$ cat config.mk
export PLATFORM = sky130hd
export DESIGN_NAME = fifo_read_streamer
export DESIGN_NICKNAME = d
export VERILOG_FILES = /design/src/rtl/fifo_read_streamer_pkg.sv /design/src/rtl/fifo_read_streamer_stream_skid_buf.sv /design/src/rtl/fifo_read_streamer.sv
export SDC_FILE = /design/constraint.sdc
export NUM_CORES = 1
export LEC_CHECK = 0
export CAP_MARGIN = 30
export CORE_MARGIN = 2
export CORE_UTILIZATION = 35
export DETAILED_ROUTE_END_ITERATION = 8
export GPL_TIMING_DRIVEN = 0
export SYNTH_ARGS = -nofsm -noshare
export SYNTH_HDL_FRONTEND = slang
export SYNTH_SLANG_ARGS = --single-unit
$ cat constraint.sdc
create_clock -name Clk -period 2.1 [get_ports Clk]
set_input_delay 0.21 -clock Clk [delete_from_list [all_inputs] [get_ports Clk]]
set_output_delay 0.21 -clock Clk [all_outputs]
set_load 0.02 [all_outputs]
$ cat src/rtl/fifo_read_streamer_pkg.sv
// ---------------------------------------------------------------------------
// fifo_read_streamer_pkg
// Shared constants for the FIFO read-side streamer: buffer depth and the
// occupancy encoding used by the 2-entry stream buffer.
// No ports (package).
// ---------------------------------------------------------------------------
package fifo_read_streamer_pkg;

   // Occupancy of the stream buffer doubles as its state encoding.
   typedef logic [1:0] occ_t;

   localparam occ_t OCC_EMPTY = 2'd0;
   localparam occ_t OCC_ONE   = 2'd1;
   localparam occ_t OCC_TWO   = 2'd2;

   // Buffer depth, sized for comparison against occupancy + in-flight - pop.
   localparam logic [2:0] BUF_DEPTH = 3'd2;

endpackage

$ cat src/rtl/fifo_read_streamer_stream_skid_buf.sv
// ---------------------------------------------------------------------------
// stream_skid_buf
// Two-entry registered buffer with push/pop. The head entry drives the
// stream data directly from a register.
// Ports:
//   clk_i        clock (posedge)
//   rst_n_i      asynchronous active-low reset
//   clear_i      synchronous flush (dominant over push/pop)
//   push_i       write push_data_i at the tail
//   push_data_i  word to write
//   pop_i        remove the head (caller guarantees occupancy != 0)
//   head_o       registered head entry
//   level_o      occupancy 0..2
// ---------------------------------------------------------------------------
module stream_skid_buf
   import fifo_read_streamer_pkg::*;
#(
   parameter int DATA_WIDTH = 8
) (
   input  logic                  clk_i,
   input  logic                  rst_n_i,
   input  logic                  clear_i,
   input  logic                  push_i,
   input  logic [DATA_WIDTH-1:0] push_data_i,
   input  logic                  pop_i,
   output logic [DATA_WIDTH-1:0] head_o,
   output occ_t                  level_o
);

   logic [DATA_WIDTH-1:0] entry0_q, entry0_d;
   logic [DATA_WIDTH-1:0] entry1_q, entry1_d;
   occ_t                  level_q, level_d;

   always_comb begin
      entry0_d = entry0_q;
      entry1_d = entry1_q;
      level_d  = level_q;
      if (clear_i) begin
         level_d = OCC_EMPTY;
      end else begin
         case (level_q)
            OCC_EMPTY: begin
               if (push_i) begin
                  entry0_d = push_data_i;
                  level_d  = OCC_ONE;
               end
            end
            OCC_ONE: begin
               if (push_i && pop_i) begin
                  // Head replaced by the incoming word.
                  entry0_d = push_data_i;
               end else if (push_i) begin
                  entry1_d = push_data_i;
                  level_d  = OCC_TWO;
               end else if (pop_i) begin
                  level_d = OCC_EMPTY;
               end
            end
            OCC_TWO: begin
               if (pop_i) begin
                  entry0_d = entry1_q;
                  level_d  = OCC_ONE;
                  if (push_i) begin
                     entry1_d = push_data_i;
                     level_d  = OCC_TWO;
                  end
               end
            end
            default: level_d = OCC_EMPTY;
         endcase
      end
   end

   always_ff @(posedge clk_i or negedge rst_n_i) begin
      if (!rst_n_i) begin
         entry0_q <= '0;
         entry1_q <= '0;
         level_q  <= OCC_EMPTY;
      end else begin
         entry0_q <= entry0_d;
         entry1_q <= entry1_d;
         level_q  <= level_d;
      end
   end

   assign head_o  = entry0_q;
   assign level_o = level_q;

endmodule

$ cat src/rtl/fifo_read_streamer.sv
// ---------------------------------------------------------------------------
// fifo_read_streamer
// Read-side drain engine for an asynchronous FIFO. Issues reads, captures the
// word one cycle later into a 2-entry buffer and presents it as a
// valid/ready stream; counts delivered words.
// Ports:
//   Clk            read-domain clock
//   Rst_n_in       asynchronous active-low reset
//   Empty_in       FIFO empty flag
//   Data_in        FIFO read data (valid the cycle after a read)
//   ReadEn_out     FIFO read enable
//   Clear_in       synchronous flush of buffer, in-flight read and counter
//   Valid_out      stream word available
//   Ready_in       downstream accepts
//   Data_out       stream data (buffer head)
//   Level_out      buffer occupancy 0..2
//   WordCount_out  delivered-word counter (wraps)
// ---------------------------------------------------------------------------
module fifo_read_streamer
   import fifo_read_streamer_pkg::*;
#(
   parameter int DATA_WIDTH  = 8,
   parameter int COUNT_WIDTH = 16
) (
   input  logic                   Clk,
   input  logic                   Rst_n_in,
   input  logic                   Empty_in,
   input  logic [DATA_WIDTH-1:0]  Data_in,
   output logic                   ReadEn_out,
   input  logic                   Clear_in,
   output logic                   Valid_out,
   input  logic                   Ready_in,
   output logic [DATA_WIDTH-1:0]  Data_out,
   output logic [1:0]             Level_out,
   output logic [COUNT_WIDTH-1:0] WordCount_out
);

   // run_q holds off reads until the first edge after reset release, so no
   // read is issued while reset is asserted or on the releasing edge.
   logic                   run_q;
   logic                   inflight_q, inflight_d;
   logic [COUNT_WIDTH-1:0] count_q, count_d;

   occ_t                   level_w;
   logic                   pop_w;
   logic [2:0]             occ_sum_w;

   assign Valid_out = (level_w != OCC_EMPTY);
   assign pop_w     = Valid_out & Ready_in;

   // Slots committed after this edge; a read may issue only if one is free,
   // which makes a capture into a full buffer impossible.
   assign occ_sum_w  = {1'b0, level_w} + {2'b00, inflight_q} - {2'b00, pop_w};
   assign ReadEn_out = run_q & ~Empty_in & ~Clear_in & (occ_sum_w < BUF_DEPTH);

   always_comb begin
      inflight_d = ReadEn_out;
      count_d    = count_q;
      if (Clear_in) begin
         count_d = '0;
      end else if (pop_w) begin
         count_d = count_q + 1'b1;
      end
   end

   always_ff @(posedge Clk or negedge Rst_n_in) begin
      if (!Rst_n_in) begin
         run_q      <= 1'b0;
         inflight_q <= 1'b0;
         count_q    <= '0;
      end else begin
         run_q      <= 1'b1;
         inflight_q <= inflight_d;
         count_q    <= count_d;
      end
   end

   stream_skid_buf #(
      .DATA_WIDTH (DATA_WIDTH)
   ) u_buf (
      .clk_i       (Clk),
      .rst_n_i     (Rst_n_in),
      .clear_i     (Clear_in),
      .push_i      (inflight_q & ~Clear_in),
      .push_data_i (Data_in),
      .pop_i       (pop_w & ~Clear_in),
      .head_o      (Data_out),
      .level_o     (level_w)
   );

   assign Level_out     = level_w;
   assign WordCount_out = count_q;

endmodule

Fig. 1: run 1, placement by cell class
Scale bar: 20 um.
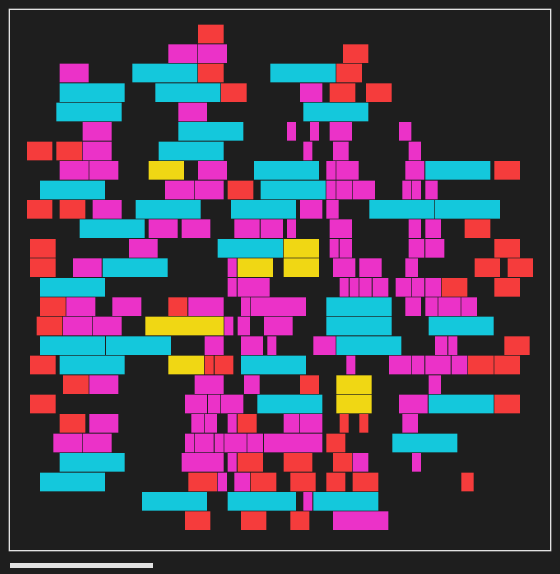
- yellow: clock drivers and dummy loads (cells 8; share of their area 5.3%)
- magenta: all other logic (cells 114; share of their area 37%)
- red: other buffers and delay cells (cells 51; share of their area 20%)
- cyan: flops (cells 36; share of their area 38%)
Core Footprint: 5010 um^2
core occupancy in the finished layout: 49.4%
area of all placed cells without fillers: 2470 um^2

Fig. 2: run 1, routed clock nets over the placement
Scale bar: 20 um.
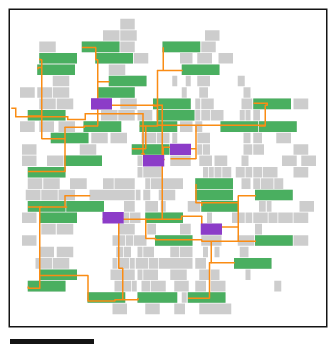
- green: flip-flops (count 36)
- orange: clock wires (length 482 um)
- purple: cells driving clock nets (count 5)
- routed clock nets: 6
- flops lie: widely spread

Fig. 3: run 1, clock routing
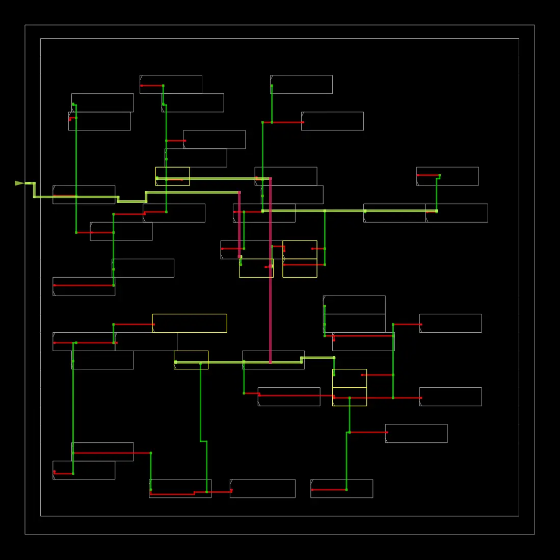
final-layout clock buffer total: 7
Clock group: 0.661 mW

Fig. 4: run 1, gate-type map
Scale bar: 20 um.
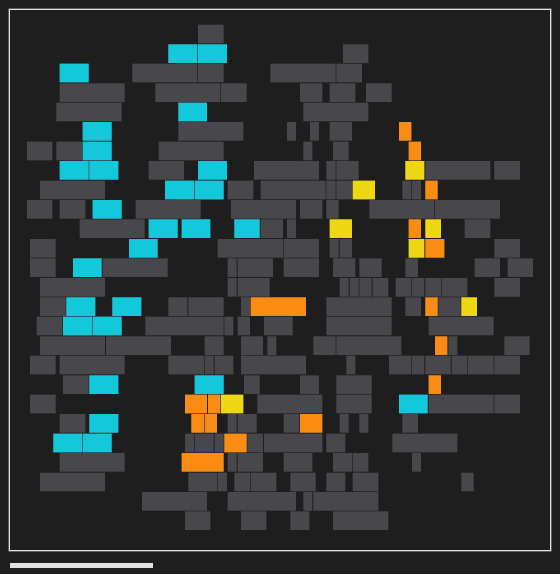
- orange: inverting AOI/OAI gates (cells 16)
- yellow: AND and OR gates (cells 7; most used or3_1)
- cyan: multiplexers (cells 27; most used mux2_2)

[run 1: sequential cells by signal, indices dropped and copies added (netlist names)]
signal / count
u_buf.head_o: 8
inflight_q: 1
u_buf.entry1_q: 8
WordCount_out: 16
run_q: 1
u_buf.level_o: 2
[run 1: final timing paths]
kind / start / endpoint / cells after the start
setup / recovery: u_buf.level_o[0]$_DFFE_PN0P_ / ReadEn_out / 8
max in group asynchronous: Rst_n_in / u_buf.level_o[1]$_DFFE_PN0P_ / 1
hold reg to reg: u_buf.head_o[5]$_DFFE_PN0P_ / u_buf.head_o[5]$_DFFE_PN0P_ / 1
setup reg to reg: u_buf.level_o[0]$_DFFE_PN0P_ / inflight_q$_DFF_PN0_ / 9
hold / removal: Rst_n_in / WordCount_out[15]$_DFFE_PN0P_ / 1
min in group Clk: Ready_in / WordCount_out[2]$_DFFE_PN0P_ / 4
[run 1: synthesized netlist by cell type, types with 2 or more instances]
master   number  area share, %
nor2b_1       5            1.8
xnor2_1       3            1.5
nor4_1        3            1.1
nand3_1       5            1.4
o21ai_0       6            1.7
dfrtp_1      36             50
buf_4         2           0.84
nand4_1       5            1.8
buf_1         2           0.42
a21oi_1       5            1.4
nor3_1        2           0.56
mux2_2       26             16
xor2_1        7            3.4
nor2_1       15            3.2
or3_1         3            1.1
nand2_1       9            1.9
[run 1: per-stage QoR]
step	utilization, %	TNS [ns]
after floorplan	-	-0.0310
after global placement	45.9	-0.832
after detailed placement	45.8	-0.544
after CTS	49.1	-0.259
after global routing	49.4	-0.334
final	49.4	-0.232
[run 1: final cells by class]
type / count / share of cell area, %
sequential: 36 / 36.5
multi-input combinational: 113 / 35.8
timing repair buffer: 45 / 17.3
clock buffer: 7 / 3.89
tap: 70 / 3.54
buffer: 6 / 1.67
clock inverter: 1 / 1.21
inverter: 1 / 0.152
==> notes.md, run 1 <==
The flow completed. The script extracted a net switching power of 0.417 mW. The run finished, with violations left. In this run the top signal layer used is met4. Wire length on met2 landed at 2050 um. Global routing consumed, on the met3 layer, 4.76% of the routing resources.

Global route summary, busiest routing layer listed as met2. After Yosys synthesis, and, or, nand and nor cells account for 15.1% of the synthesized area. Final net count landed at 223. In this design, the largest share of critical-path delay is due to simple AND/OR/NAND/NOR gates. Fraction of the yosys area taken by sequential cells landed at 50.4%. After the flow finishes, the layout carries non-filler instances totaling 279. Per the synthesis report, the adder-cell share of the synthesized area is 1.82%. Combinational group power landed at 0.303 mW. Register cell area after layout landed at 902 um^2.

Per the synthesis report, the number of distinct cell types is 38. Counting flops with a built-in enable in the synthesized netlist gives 0. DRC violation count after routing landed at 0.

The largest part of the power goes to sequential cells. The first detailed-routing pass took 4 iterations. In the final layout, the multi-input gates occupy 886 um^2. Looking at the max-slew report, the worst-margin pin has a slew of 0.802 ns. The path class of the tightest hold or removal check is input pin to async pin. Final setup violation count landed at 1. Overall routing resource usage recorded by global route was 15.5%.

Among logic cells in the layout, the one with the most instances is clkdlybuf4s50_1. Global-route track usage on met2 landed at 26.6%. After synthesis, the largest family of logic cells by area is multiplexers.

Detailed placement ended at an HPWL of 2820 um. Count of buffers added by post-CTS timing repair for setup landed at 5. Post-cts gate resize count landed at 5. The longest incremental delay of any stage on the critical path is reported as 0.39 ns. Count of buffers from port buffering landed at 39.

Final weighted congestion in routability-driven placement landed at 0.825. The final reports fail on negative setup slack. In this run the clock root is driven by a clkbuf_8. Routed length on met1 landed at 1680 um. Horizontal die size landed at 75.5 um. Listed in order, past its start point the critical path passes buf_6 > nor2b_4 > and2_4 > o21ai_2 > fa_2 > xor2_1 > nor4_4 > buf_4. Count of instantiated cells in the yosys netlist landed at 156. Antenna diode instance count landed at 0.

On the worst setup and hold paths after CTS, the clock-pin slew comes to 0.07 ns. The count of nets left with antenna violations once routing finished came out at 0. Least setup slack across all paths after layout landed at -0.232 ns. Synthesized netlist cell count landed at 156. Synthesized-area fraction occupied by xor and xnor cells landed at 4.90%. Worst slack at placement landed at -0.544 ns. Synthesis inferred 36 register bits. Placement row count landed at 26.
==> run 2: changes to the inputs <==
--- a/config.mk
+++ b/config.mk
@@ -10,6 +10,7 @@
 export CORE_UTILIZATION = 35
 export DETAILED_ROUTE_END_ITERATION = 8
 export GPL_TIMING_DRIVEN = 0
+export HOLD_SLACK_MARGIN = 0.12
 export SYNTH_ARGS = -nofsm -noshare
 export SYNTH_HDL_FRONTEND = slang
 export SYNTH_SLANG_ARGS = --single-unit
Fig. 5: run 2, placement by cell class
Scale bar: 20 um.
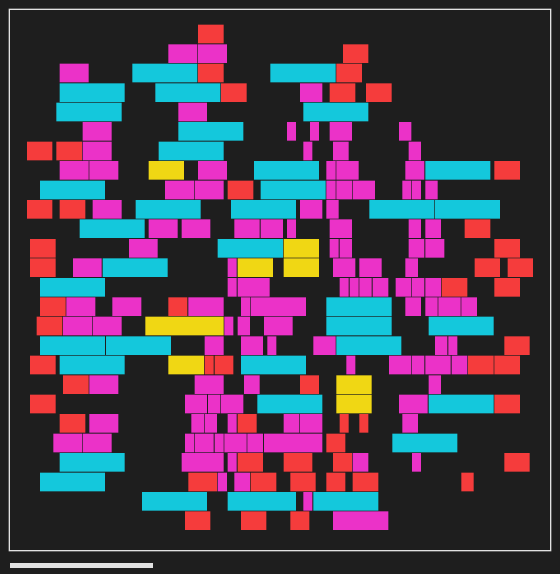
- magenta: all other logic (cells 114; share of their area 37%)
- cyan: flops (cells 36; share of their area 38%)
- yellow: clock drivers and dummy loads (cells 8; share of their area 5.3%)
- red: other buffers and delay cells (cells 52; share of their area 20%)
row count: 26
area of all placed cells without fillers: 2480 um^2

Fig. 6: run 2, clock routing
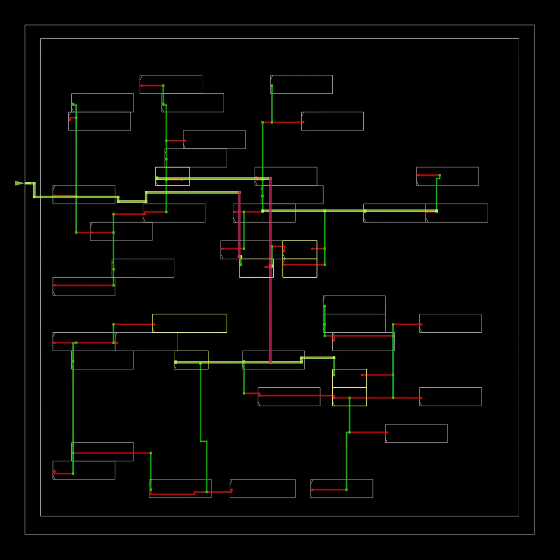
CTS buffer count: 5
clock network latency to the later pin of the worst-skew pair: 0.28 ns
number of flip-flops and latches: 36
number of clock sinks: 36

Fig. 7: run 2, gate-type map
Scale bar: 20 um.
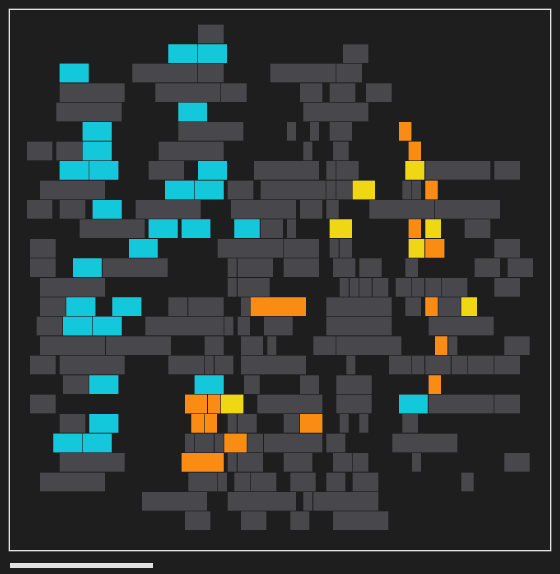
- cyan: multiplexers (cells 27; most used mux2_2)
- orange: inverting AOI/OAI gates (cells 16)
- yellow: AND and OR gates (cells 7; most used or3_1)
most common cell after layout, fill and taps aside: clkdlybuf4s50_1
non-filler instance count after layout: 280
share of cell area taken by multi-input logic gates: 35.6%

==> notes.md, run 2 <==
The flow completed. Via-per-instance ratio landed at 4.99. Horizontal die size landed at 75.5 um (unchanged). According to the hold report, the worst path is of the input pin to flip-flop type.

Antenna diode instance count landed at 0 (unchanged). The flow ran to the end, but the final reports show violations. In this run the top signal layer used is met4.

The final setup violation count came to 1 (unchanged). The most critical setup path has its endpoint at ReadEn_out. Slew of the pin with the lowest slew margin landed at 0.803 ns (+0.00144 ns). The clock transition at the registers of the reported paths was 0.07 ns (about the same). Met3 global-route usage landed at 4.76% (unchanged). Power in the clock group landed at 0.661 mW (about the same). End-of-flow core utilization landed at 49.6% (+0.20 points). The count of cells along the worst register-to-register path is 9 (unchanged). Synthesized netlist cell count landed at 156 (unchanged). The DRC violation count after routing is 0 (unchanged). Number of cells on the worst hold path landed at 4. The final reports fail on negative setup slack.

The length of the first detailed-routing pass in iterations was 4 (unchanged). The flip-flop count of the largest register after layout is 16 (unchanged). CTS placed an instance of clkbuf_8 at the clock tree root. The global-route track usage on met2 is 26.6% (unchanged). Looking at hold timing, the worst path starts from Ready_in. Routed length on met1 landed at 1680 um (+0.42%). The via count of the first global-routing pass came to 1462. The path with the worst hold slack has its endpoint at WordCount_out[2]$_DFFE_PN0P_.

The main area contributors are dfrtp_1 50%, mux2_2 16%, xor2_1 3.4%, nor2_1 3.2%, nand2_1 1.9%. The net switching component of the power is 0.417 mW (about the same). The final net count was 224 (+0.45%). Global-route usage over all layers landed at 15.5% (unchanged). The largest share of the power goes to sequential cells.

The fraction of synthesized cell area taken by the top area cell type was 50.4% (unchanged). The synthesized design spends more area on one cell type than any other, namely dfrtp_1. The worst register-to-register path begins at u_buf.level_o[0]$_DFFE_PN0P_.

Number of nets still failing antenna checks after routing landed at 0 (unchanged). Least setup slack across all paths after layout landed at -0.232 ns (+0.00000200 ns). Among all cell types in the netlist, the one instantiated most often is dfrtp_1. Count of buffers from port buffering landed at 39 (unchanged). The count of library flops with an enable pin was 0 (unchanged). In this run the most used layer during global routing was met2. The wire length on met2 came to 2050 um (unchanged).

Combinational group power landed at 0.304 mW (about the same). The fraction of the yosys area taken by sequential cells was 50.4% (unchanged). In the synthesized netlist, the cells that appear most often are 36 x dfrtp_1, 26 x mux2_2, 15 x nor2_1. The most critical setup path has its startpoint at u_buf.level_o[0]$_DFFE_PN0P_.
==> run 2: netlist changes by cell type in the layout (fill, tap and decap cells not counted), sizes merged <==
cell / previous run / this run
dlygate4sd3: 0 / 1
==> run 2: cell families after synthesis <==
kind of cell             after synthesis  share of synthesized area (%)
AND-OR/OR-AND                         20                           8.26
XOR/XNOR                              10                           4.90
adder cells (fa/ha/maj)                2                           1.82
buffers and inverters                  7                           2.31
flip-flops                            36                           50.4
multiplexers                          27                           16.9
other                                  1                          0.210
AND/OR/NAND/NOR                       53                           15.1
==> run 2: metrics by stage <==
| step | worst slack [ns] | power (mW) |
|---|---|---|
| 3_5_place_dp | -0.544 | 1.10 |
| 4_1_cts | -0.259 | 1.77 |
| 6_report | -0.232 | 1.75 |
| 3_3_place_gp | -0.506 | 1.09 |
| 5_1_grt | -0.334 | 1.83 |
| 2_1_floorplan | -0.0310 | 0.945 |
==> run 2: worst max-delay path, cell delays in order, from the launching register on <==
cell     delay (ns)
dfrtp_1        0.39
buf_6          0.14
nor2b_4        0.12
and2_4         0.18
o21ai_2        0.06
fa_2           0.35
xor2_1         0.18
nor4_4         0.24
buf_4          0.18
==> run 2: what timing repair did <==
| action | in CTS | in global routing |
|---|---|---|
| endpoints found under the hold margin | 36 | 0 |
| setup endpoints to repair | 1 | 9 |
| pin swaps | 2 | 2 |
| gates resized | 5 | 2 |
| buffers inserted | 5 | 1 |
| hold buffers | 1 | 0 |
==> run 2: cell type report <==
cell class,instances,area (um^2),share of cell area (%)
buffer,6,41.3,1.66
timing repair buffer,46,438,17.6
clock inverter,1,30.0,1.21
sequential,36,902,36.3
inverter,1,3.75,0.151
tap,70,87.6,3.52
clock buffer,7,96.3,3.88
multi-input combinational,113,886,35.6
Power figures rest on the tool's default switching activity, not on a simulated workload.
